[config.mk]
export PLATFORM = sky130hd
export DESIGN_NAME = id_ex_pipeline_reg_flat
export DESIGN_NICKNAME = d
export VERILOG_FILES = /design/src/rtl/id_ex_pipeline_reg_if.sv /design/src/rtl/id_ex_pipeline_reg.sv /design/src/flat_wrapper.sv
export SDC_FILE = /design/constraint.sdc
export NUM_CORES = 1
export LEC_CHECK = 0
export ABC_AREA = 1
export CAP_MARGIN = 40
export CORE_UTILIZATION = 37
export DETAILED_ROUTE_END_ITERATION = 6
export PLACE_DENSITY_LB_ADDON = 0.12
export SETUP_SLACK_MARGIN = 0.02
export SLEW_MARGIN = 20
export SYNTH_ARGS = -nofsm -noshare
export SYNTH_HDL_FRONTEND = slang
export SYNTH_SLANG_ARGS = --single-unit
[constraint.sdc]
create_clock -name clk -period 1.4 [get_ports clk]
set_input_delay 0.21 -clock clk [delete_from_list [all_inputs] [get_ports clk]]
set_output_delay 0.21 -clock clk [all_outputs]
set_load 0.05 [all_outputs]
[src/rtl/id_ex_pipeline_reg_if.sv]
// Decoded-instruction bundle passed between the ID and EX stages.
// The pipeline register consumes one instance through the slave modport and drives another through the master modport.
interface id_ex_pipeline_reg_if #(
    parameter int DATA_W = 32,
    parameter int REG_AW = 5
);
    logic              regdst;
    logic              memread;
    logic              memtoreg;
    logic              memwrite;
    logic              alusrc;
    logic              regwrite;
    logic              branch;
    logic              jump;
    logic              jump_r;
    logic              jal;
    logic [1:0]        aluop;
    logic [DATA_W-1:0] pc4;
    logic [DATA_W-1:0] rd1;
    logic [DATA_W-1:0] rd2;
    logic [DATA_W-1:0] imm;
    logic [REG_AW-1:0] rs;
    logic [REG_AW-1:0] rt;
    logic [REG_AW-1:0] rd;
    logic [4:0]        shamt;
    logic [5:0]        funct;

    modport master (
        output regdst, memread, memtoreg, memwrite, alusrc, regwrite,
               branch, jump, jump_r, jal, aluop,
               pc4, rd1, rd2, imm, rs, rt, rd, shamt, funct
    );

    modport slave (
        input  regdst, memread, memtoreg, memwrite, alusrc, regwrite,
               branch, jump, jump_r, jal, aluop,
               pc4, rd1, rd2, imm, rs, rt, rd, shamt, funct
    );
endinterface

[src/rtl/id_ex_pipeline_reg.sv]
// ID/EX pipeline register with load-use hazard detection, bubble insertion,
// downstream hold and a saturating load-use bubble counter.
module id_ex_pipeline_reg #(
    parameter int DATA_W = 32,
    parameter int REG_AW = 5,
    parameter int CNT_W  = 16
) (
    input  logic                 clk,
    input  logic                 rst_n,
    id_ex_pipeline_reg_if.slave  id,
    id_ex_pipeline_reg_if.master ex,
    input  logic                 id_flush,
    input  logic                 hold,
    output logic                 ex_valid,
    output logic                 hazard_stall,
    output logic [CNT_W-1:0]     bubble_count
);

    // Control word layout: ten single-bit flags followed by the 2-bit ALU op.
    localparam int CTRL_W = 12;

    logic [CTRL_W-1:0] id_ctrl;
    logic [CTRL_W-1:0] ctrl_reg,   ctrl_next;
    logic [DATA_W-1:0] pc4_reg,    pc4_next;
    logic [DATA_W-1:0] rd1_reg,    rd1_next;
    logic [DATA_W-1:0] rd2_reg,    rd2_next;
    logic [DATA_W-1:0] imm_reg,    imm_next;
    logic [REG_AW-1:0] rs_reg,     rs_next;
    logic [REG_AW-1:0] rt_reg,     rt_next;
    logic [REG_AW-1:0] rd_reg,     rd_next;
    logic [4:0]        shamt_reg,  shamt_next;
    logic [5:0]        funct_reg,  funct_next;
    logic              valid_reg,  valid_next;
    logic [CNT_W-1:0]  count_reg,  count_next;

    logic uses_rt;
    logic load_use;

    assign id_ctrl = {id.regdst, id.memread, id.memtoreg, id.memwrite,
                      id.alusrc, id.regwrite, id.branch, id.jump,
                      id.jump_r, id.jal, id.aluop};

    // Only R-type, stores and branches actually read rt as a source operand.
    assign uses_rt  = id.regdst | id.memwrite | id.branch;

    // ex_valid gating guarantees a bubble can never itself trigger a stall.
    assign load_use = ex.memread & valid_reg & (rt_reg != '0) &
                      ((rt_reg == id.rs) | ((rt_reg == id.rt) & uses_rt));

    assign hazard_stall = load_use & ~id_flush;

    always_comb begin
        ctrl_next  = ctrl_reg;
        pc4_next   = pc4_reg;
        rd1_next   = rd1_reg;
        rd2_next   = rd2_reg;
        imm_next   = imm_reg;
        rs_next    = rs_reg;
        rt_next    = rt_reg;
        rd_next    = rd_reg;
        shamt_next = shamt_reg;
        funct_next = funct_reg;
        valid_next = valid_reg;
        count_next = count_reg;

        if (!hold) begin
            // Data fields follow ID even into a bubble; only control is squashed.
            pc4_next   = id.pc4;
            rd1_next   = id.rd1;
            rd2_next   = id.rd2;
            imm_next   = id.imm;
            rs_next    = id.rs;
            rt_next    = id.rt;
            rd_next    = id.rd;
            shamt_next = id.shamt;
            funct_next = id.funct;

            if (id_flush) begin
                ctrl_next  = '0;
                valid_next = 1'b0;
            end else if (load_use) begin
                ctrl_next  = '0;
                valid_next = 1'b0;
                if (count_reg != {CNT_W{1'b1}})
                    count_next = count_reg + 1'b1;
            end else begin
                ctrl_next  = id_ctrl;
                valid_next = 1'b1;
            end
        end
    end

    always_ff @(posedge clk or negedge rst_n) begin
        if (!rst_n) begin
            ctrl_reg  <= '0;
            pc4_reg   <= '0;
            rd1_reg   <= '0;
            rd2_reg   <= '0;
            imm_reg   <= '0;
            rs_reg    <= '0;
            rt_reg    <= '0;
            rd_reg    <= '0;
            shamt_reg <= '0;
            funct_reg <= '0;
            valid_reg <= 1'b0;
            count_reg <= '0;
        end else begin
            ctrl_reg  <= ctrl_next;
            pc4_reg   <= pc4_next;
            rd1_reg   <= rd1_next;
            rd2_reg   <= rd2_next;
            imm_reg   <= imm_next;
            rs_reg    <= rs_next;
            rt_reg    <= rt_next;
            rd_reg    <= rd_next;
            shamt_reg <= shamt_next;
            funct_reg <= funct_next;
            valid_reg <= valid_next;
            count_reg <= count_next;
        end
    end

    assign {ex.regdst, ex.memread, ex.memtoreg, ex.memwrite,
            ex.alusrc, ex.regwrite, ex.branch, ex.jump,
            ex.jump_r, ex.jal, ex.aluop} = ctrl_reg;

    assign ex.pc4   = pc4_reg;
    assign ex.rd1   = rd1_reg;
    assign ex.rd2   = rd2_reg;
    assign ex.imm   = imm_reg;
    assign ex.rs    = rs_reg;
    assign ex.rt    = rt_reg;
    assign ex.rd    = rd_reg;
    assign ex.shamt = shamt_reg;
    assign ex.funct = funct_reg;

    assign ex_valid     = valid_reg;
    assign bubble_count = count_reg;

endmodule

[src/flat_wrapper.sv]
// flat-port wrapper written by rule: the top's interface ports become plain ports
module id_ex_pipeline_reg_flat 
#(
    parameter int DATA_W = 32,
    parameter int REG_AW = 5,
    parameter int CNT_W  = 16
)
  (clk, rst_n, id_flush, hold, ex_valid, hazard_stall, bubble_count, id_regdst, id_memread, id_memtoreg, id_memwrite, id_alusrc, id_regwrite, id_branch, id_jump, id_jump_r, id_jal, id_aluop, id_pc4, id_rd1, id_rd2, id_imm, id_rs, id_rt, id_rd, id_shamt, id_funct, ex_regdst, ex_memread, ex_memtoreg, ex_memwrite, ex_alusrc, ex_regwrite, ex_branch, ex_jump, ex_jump_r, ex_jal, ex_aluop, ex_pc4, ex_rd1, ex_rd2, ex_imm, ex_rs, ex_rt, ex_rd, ex_shamt, ex_funct);
  id_ex_pipeline_reg_if #(.DATA_W(DATA_W), .REG_AW(REG_AW)) id_i ();
  id_ex_pipeline_reg_if #(.DATA_W(DATA_W), .REG_AW(REG_AW)) ex_i ();
  input  logic clk;
  input  logic rst_n;
  input  logic id_flush;
  input  logic hold;
  output logic ex_valid;
  output logic hazard_stall;
  output logic [CNT_W-1:0] bubble_count;
  input wire logic [$bits(id_i.regdst)-1:0] id_regdst;
  input wire logic [$bits(id_i.memread)-1:0] id_memread;
  input wire logic [$bits(id_i.memtoreg)-1:0] id_memtoreg;
  input wire logic [$bits(id_i.memwrite)-1:0] id_memwrite;
  input wire logic [$bits(id_i.alusrc)-1:0] id_alusrc;
  input wire logic [$bits(id_i.regwrite)-1:0] id_regwrite;
  input wire logic [$bits(id_i.branch)-1:0] id_branch;
  input wire logic [$bits(id_i.jump)-1:0] id_jump;
  input wire logic [$bits(id_i.jump_r)-1:0] id_jump_r;
  input wire logic [$bits(id_i.jal)-1:0] id_jal;
  input wire logic [$bits(id_i.aluop)-1:0] id_aluop;
  input wire logic [$bits(id_i.pc4)-1:0] id_pc4;
  input wire logic [$bits(id_i.rd1)-1:0] id_rd1;
  input wire logic [$bits(id_i.rd2)-1:0] id_rd2;
  input wire logic [$bits(id_i.imm)-1:0] id_imm;
  input wire logic [$bits(id_i.rs)-1:0] id_rs;
  input wire logic [$bits(id_i.rt)-1:0] id_rt;
  input wire logic [$bits(id_i.rd)-1:0] id_rd;
  input wire logic [$bits(id_i.shamt)-1:0] id_shamt;
  input wire logic [$bits(id_i.funct)-1:0] id_funct;
  output wire logic [$bits(ex_i.regdst)-1:0] ex_regdst;
  output wire logic [$bits(ex_i.memread)-1:0] ex_memread;
  output wire logic [$bits(ex_i.memtoreg)-1:0] ex_memtoreg;
  output wire logic [$bits(ex_i.memwrite)-1:0] ex_memwrite;
  output wire logic [$bits(ex_i.alusrc)-1:0] ex_alusrc;
  output wire logic [$bits(ex_i.regwrite)-1:0] ex_regwrite;
  output wire logic [$bits(ex_i.branch)-1:0] ex_branch;
  output wire logic [$bits(ex_i.jump)-1:0] ex_jump;
  output wire logic [$bits(ex_i.jump_r)-1:0] ex_jump_r;
  output wire logic [$bits(ex_i.jal)-1:0] ex_jal;
  output wire logic [$bits(ex_i.aluop)-1:0] ex_aluop;
  output wire logic [$bits(ex_i.pc4)-1:0] ex_pc4;
  output wire logic [$bits(ex_i.rd1)-1:0] ex_rd1;
  output wire logic [$bits(ex_i.rd2)-1:0] ex_rd2;
  output wire logic [$bits(ex_i.imm)-1:0] ex_imm;
  output wire logic [$bits(ex_i.rs)-1:0] ex_rs;
  output wire logic [$bits(ex_i.rt)-1:0] ex_rt;
  output wire logic [$bits(ex_i.rd)-1:0] ex_rd;
  output wire logic [$bits(ex_i.shamt)-1:0] ex_shamt;
  output wire logic [$bits(ex_i.funct)-1:0] ex_funct;
  assign id_i.regdst = id_regdst;
  assign id_i.memread = id_memread;
  assign id_i.memtoreg = id_memtoreg;
  assign id_i.memwrite = id_memwrite;
  assign id_i.alusrc = id_alusrc;
  assign id_i.regwrite = id_regwrite;
  assign id_i.branch = id_branch;
  assign id_i.jump = id_jump;
  assign id_i.jump_r = id_jump_r;
  assign id_i.jal = id_jal;
  assign id_i.aluop = id_aluop;
  assign id_i.pc4 = id_pc4;
  assign id_i.rd1 = id_rd1;
  assign id_i.rd2 = id_rd2;
  assign id_i.imm = id_imm;
  assign id_i.rs = id_rs;
  assign id_i.rt = id_rt;
  assign id_i.rd = id_rd;
  assign id_i.shamt = id_shamt;
  assign id_i.funct = id_funct;
  assign ex_regdst = ex_i.regdst;
  assign ex_memread = ex_i.memread;
  assign ex_memtoreg = ex_i.memtoreg;
  assign ex_memwrite = ex_i.memwrite;
  assign ex_alusrc = ex_i.alusrc;
  assign ex_regwrite = ex_i.regwrite;
  assign ex_branch = ex_i.branch;
  assign ex_jump = ex_i.jump;
  assign ex_jump_r = ex_i.jump_r;
  assign ex_jal = ex_i.jal;
  assign ex_aluop = ex_i.aluop;
  assign ex_pc4 = ex_i.pc4;
  assign ex_rd1 = ex_i.rd1;
  assign ex_rd2 = ex_i.rd2;
  assign ex_imm = ex_i.imm;
  assign ex_rs = ex_i.rs;
  assign ex_rt = ex_i.rt;
  assign ex_rd = ex_i.rd;
  assign ex_shamt = ex_i.shamt;
  assign ex_funct = ex_i.funct;
  id_ex_pipeline_reg #(.DATA_W(DATA_W), .REG_AW(REG_AW), .CNT_W(CNT_W)) u_core (.clk(clk), .rst_n(rst_n), .id(id_i), .ex(ex_i), .id_flush(id_flush), .hold(hold), .ex_valid(ex_valid), .hazard_stall(hazard_stall), .bubble_count(bubble_count));
endmodule
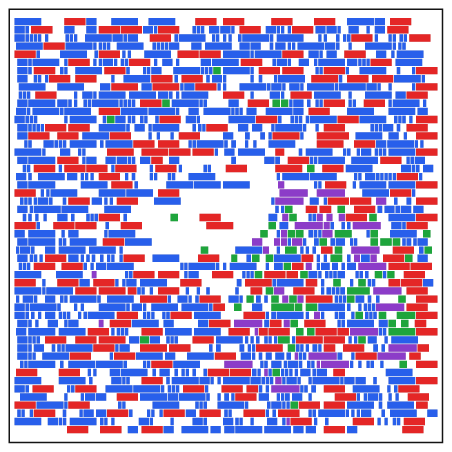
Fig. 1. Sizing map.
Scale: 3 px per µm.
size	colour	cells	most used
drive 2	purple	47	dfrtp_2
drive 6 and up	red	232	buf_12
drive 3 to 4	green	65	buf_4
drive 1 or less	blue	963	nand2_1
final cell area excluding filler cells: 14400 µm²
Area Growth Syn to Fin: 92.9%
non-clock buffer count: 425

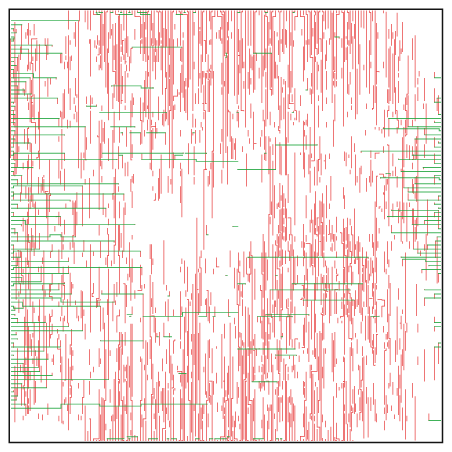
Fig. 2. Wiring by layer.
Scale: 3 px per µm. Only two layers are drawn.
layer	colour	wire length
met2	red	12500 µm
met3	green	1930 µm
Vias: 7207
GRT Util Overall: 24.7%
Avg WL per Cell: 16.0 µm

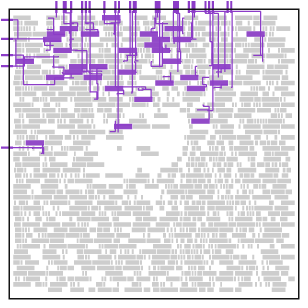
Fig. 3. I/O nets highlighted.
Scale: 2 px per µm.
port	colour	direction	edge	end cells	buffers	wire
ex_pc4	purple	output	27 north, 5 west	32	32	1290 µm
IO buf count: 353
# IOs: 354

==> qor.yml <==
status: "finished, violations left"
violations: "negative setup slack"
hpwl_um: 18500
overflow: 0
fmax_mhz: 510
r2r-end: "u_core.bubble_count[11]"
startpoint: "u_core.ex.rt[3]"
core_area_um2: 19600
clock_skew_ns: 0.00755
synth_cell_types: 25
grt_pass1_wl_um: 38400
period_used_pct: 140
syn-num-nets: 1059
initial_core_util_pct: 38.1
layout_setup_ws_ns: -0.563
top_area_share_pct: 61.4
holdPathStages: 3
worstHoldEndpoint: "u_core.ctrl_reg[11]"
yosys.area.top_type: "dfrtp_1"
ys_cells: 888
stdcell_count: 1572
insertion_delay_ns: 0.43
postRouteAntennaNets: 0
hold_path.startpoint: "hold"
setup_viol: 31
antenna_found_initial: 0
critPathKind: "reg2out"
worst_path_max_delay_cell: "dfrtp_2"
path_clk_slew_ns: 0.07
crit_required_ns: 1.19
cts_root_buffer: "clkbuf_16"
cts_sinks: 183
fin_hold_ws_ns: 0.0529
dieArea_um2: 20700
worstPathArrival_ns: 1.75
yosys_register_bits: 183
synth.avg_cell_area_um2: 8.40
hp-class: "in2reg"
area_leaders: "dfrtp_1 61%, nand2_1 28%, clkbuf_1 1.5%"
period_needed_ns: 1.96
drc: 0
critPathMostFrequentCell: "nand2_1"
routabilityCongestion: 0.865
grt_start_max_net_pins: 89
cts_buffers: 17
cts_tree: "yes"
p_leak_nw: 7.12
drtIter0Drc: 360
ir_worst_vdd_uv: 817
ys_chip_area_um2: 7460
crit_fanout: 4
r2r_start: "u_core.ex.rt[3]"
postSynthSeqShare_pct: 61.4
tns_ns: -9.65
grt_pass1_vias: 7273
netlist_area_um2: 7460
rows: 51
log.warning_count: 29
setup.worst_path.end_class: "output port"
r2r_slack_ns: -0.45
crit_path_max_incr_delay_ns: 0.40
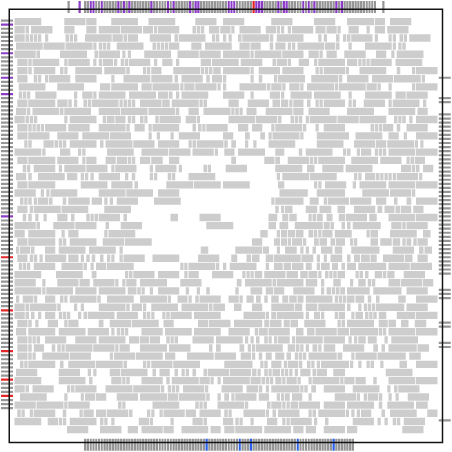
Fig. 4. Pin placement.
Scale: 3 px per µm. Pins as bars across the die edge, other pins in grey.
port	colour	pins	direction	edge
ex_pc4	purple	32	output	27 north, 5 west
id_funct	red	6	input	5 west, 1 north
ex_rs	blue	5	output	south
all pins by edge	109 north, 98 south, 96 west, 51 east
die height: 144 µm
Die Wd: 144 µm

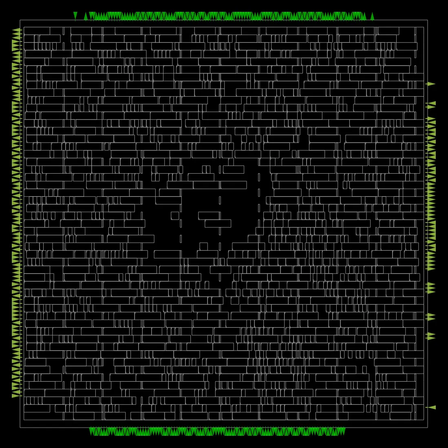
Fig. 5. Placed standard cells.
final core utilization: 73.4%
# fillers: 1398

metrics by stage:
stage	total power, mW	worst slack [ns]	cell area (µm²)
final	15.8	-0.563	14400
after global routing	16.4	-0.653	14400
after CTS	16.0	-0.460	14300
after detailed placement	11.2	-0.608	13600
after global placement	11.1	-0.537	13600
after floorplan	8.14	-0.319	7520
repair_timing:
action | CTS | global route
hold endpoints to repair | 183 | 0
gates cloned | 1 | 0
pin swaps | 7 | 5
endpoints found under the setup margin | 37 | 42
setup buffers | 5 | 4
hold buffers | 1 | 0
resized | 14 | 19
layout by cell type (no fill, tap or decap):
master           Yosys  routed
nor2_1              14      11
nor4_1               1       1
dfrtp_1            183     166
nand3b_1             1       1
clkinvlp_4           0       4
clkinv_4             0       1
nand2_1            562     553
nand3_1             20      18
clkinv_2             0       2
nor2_4               0       4
buf_4                0      49
dfrtp_2              0      17
inv_2                6       5
nor3_4               1       1
inv_1               17      17
nand2_4              0       1
xor2_1               8       8
clkdlybuf4s50_1      0     167
inv_4                0       1
nor3_1               3       3
buf_12               0     191
nor3_2               1       1
nand3_4              0       1
clkbuf_1            30       1
nand2_2              5      13
nand3_2              3       4
xnor2_1              5       5
nand4_4              1       2
buf_6                1      17
inv_6                0       3
o21ai_0              9       9
dlygate4sd3_1        0       1
inv_8                0       3
nand4_1              2       2
clkbuf_16            0      17
nor2_2               6       5
bufinv_16            0       1
ha_4                 0       1
kinds of logic after synthesis:
kind of cell	after synthesis	share of synthesized area, %
fa+ha+maj	1	0.168
buf+inv	62	3.42
simple gates	620	32.9
compound gates	9	0.604
flops	183	61.4
xor+xnor	13	1.53
cells in the mapped netlist (all sizes together):
| cell | n |
|---|---|
| buf | 9 |
| clkbuf | 30 |
| dfrtp | 183 |
| ha | 1 |
| inv | 23 |
| nand2 | 567 |
| nand3 | 23 |
| nand3b | 1 |
| nand4 | 3 |
| nor2 | 20 |
| nor3 | 5 |
| nor4 | 1 |
| o21ai | 9 |
| xnor2 | 5 |
| xor2 | 8 |
routing by layer:
metal | GRT usage (%) | share of wire (%) | up-vias
met5 | 0 | 0 | -
li1 | - | - | 3505
met2 | 40.5 | 50 | 254
met4 | 12.5 | 4.6 | 0
met3 | 8.43 | 7.7 | 60
met1 | 28.7 | 38 | 3388
report_power, final:
part / switching (mW) / total (mW) / internal [mW] / leakage, nW
logic: 2.50 / 4.89 / 2.38 / 4.60
clock network: 2.22 / 4.72 / 2.50 / 0.269
registers: 0.486 / 6.20 / 5.72 / 2.24
cell type report:
class	count	area (µm²)	share of cell area (%)
Clock buffer	18	429	2.98
Clock inverter	14	139	0.966
Inverter	23	88.8	0.618
Multi-Input combinational cell	644	2730	19.0
Sequential cell	183	4600	32.0
Tap cell	265	332	2.31
Timing Repair Buffer	425	6060	42.2
critical path: cells and delay by family (launching register included):
family	cells	cell delay [ns]
AND/OR/NAND/NOR	7	0.73
buffers and inverters	2	0.20
flip-flops	1	0.40
Power and IR drop assume default switching activity.
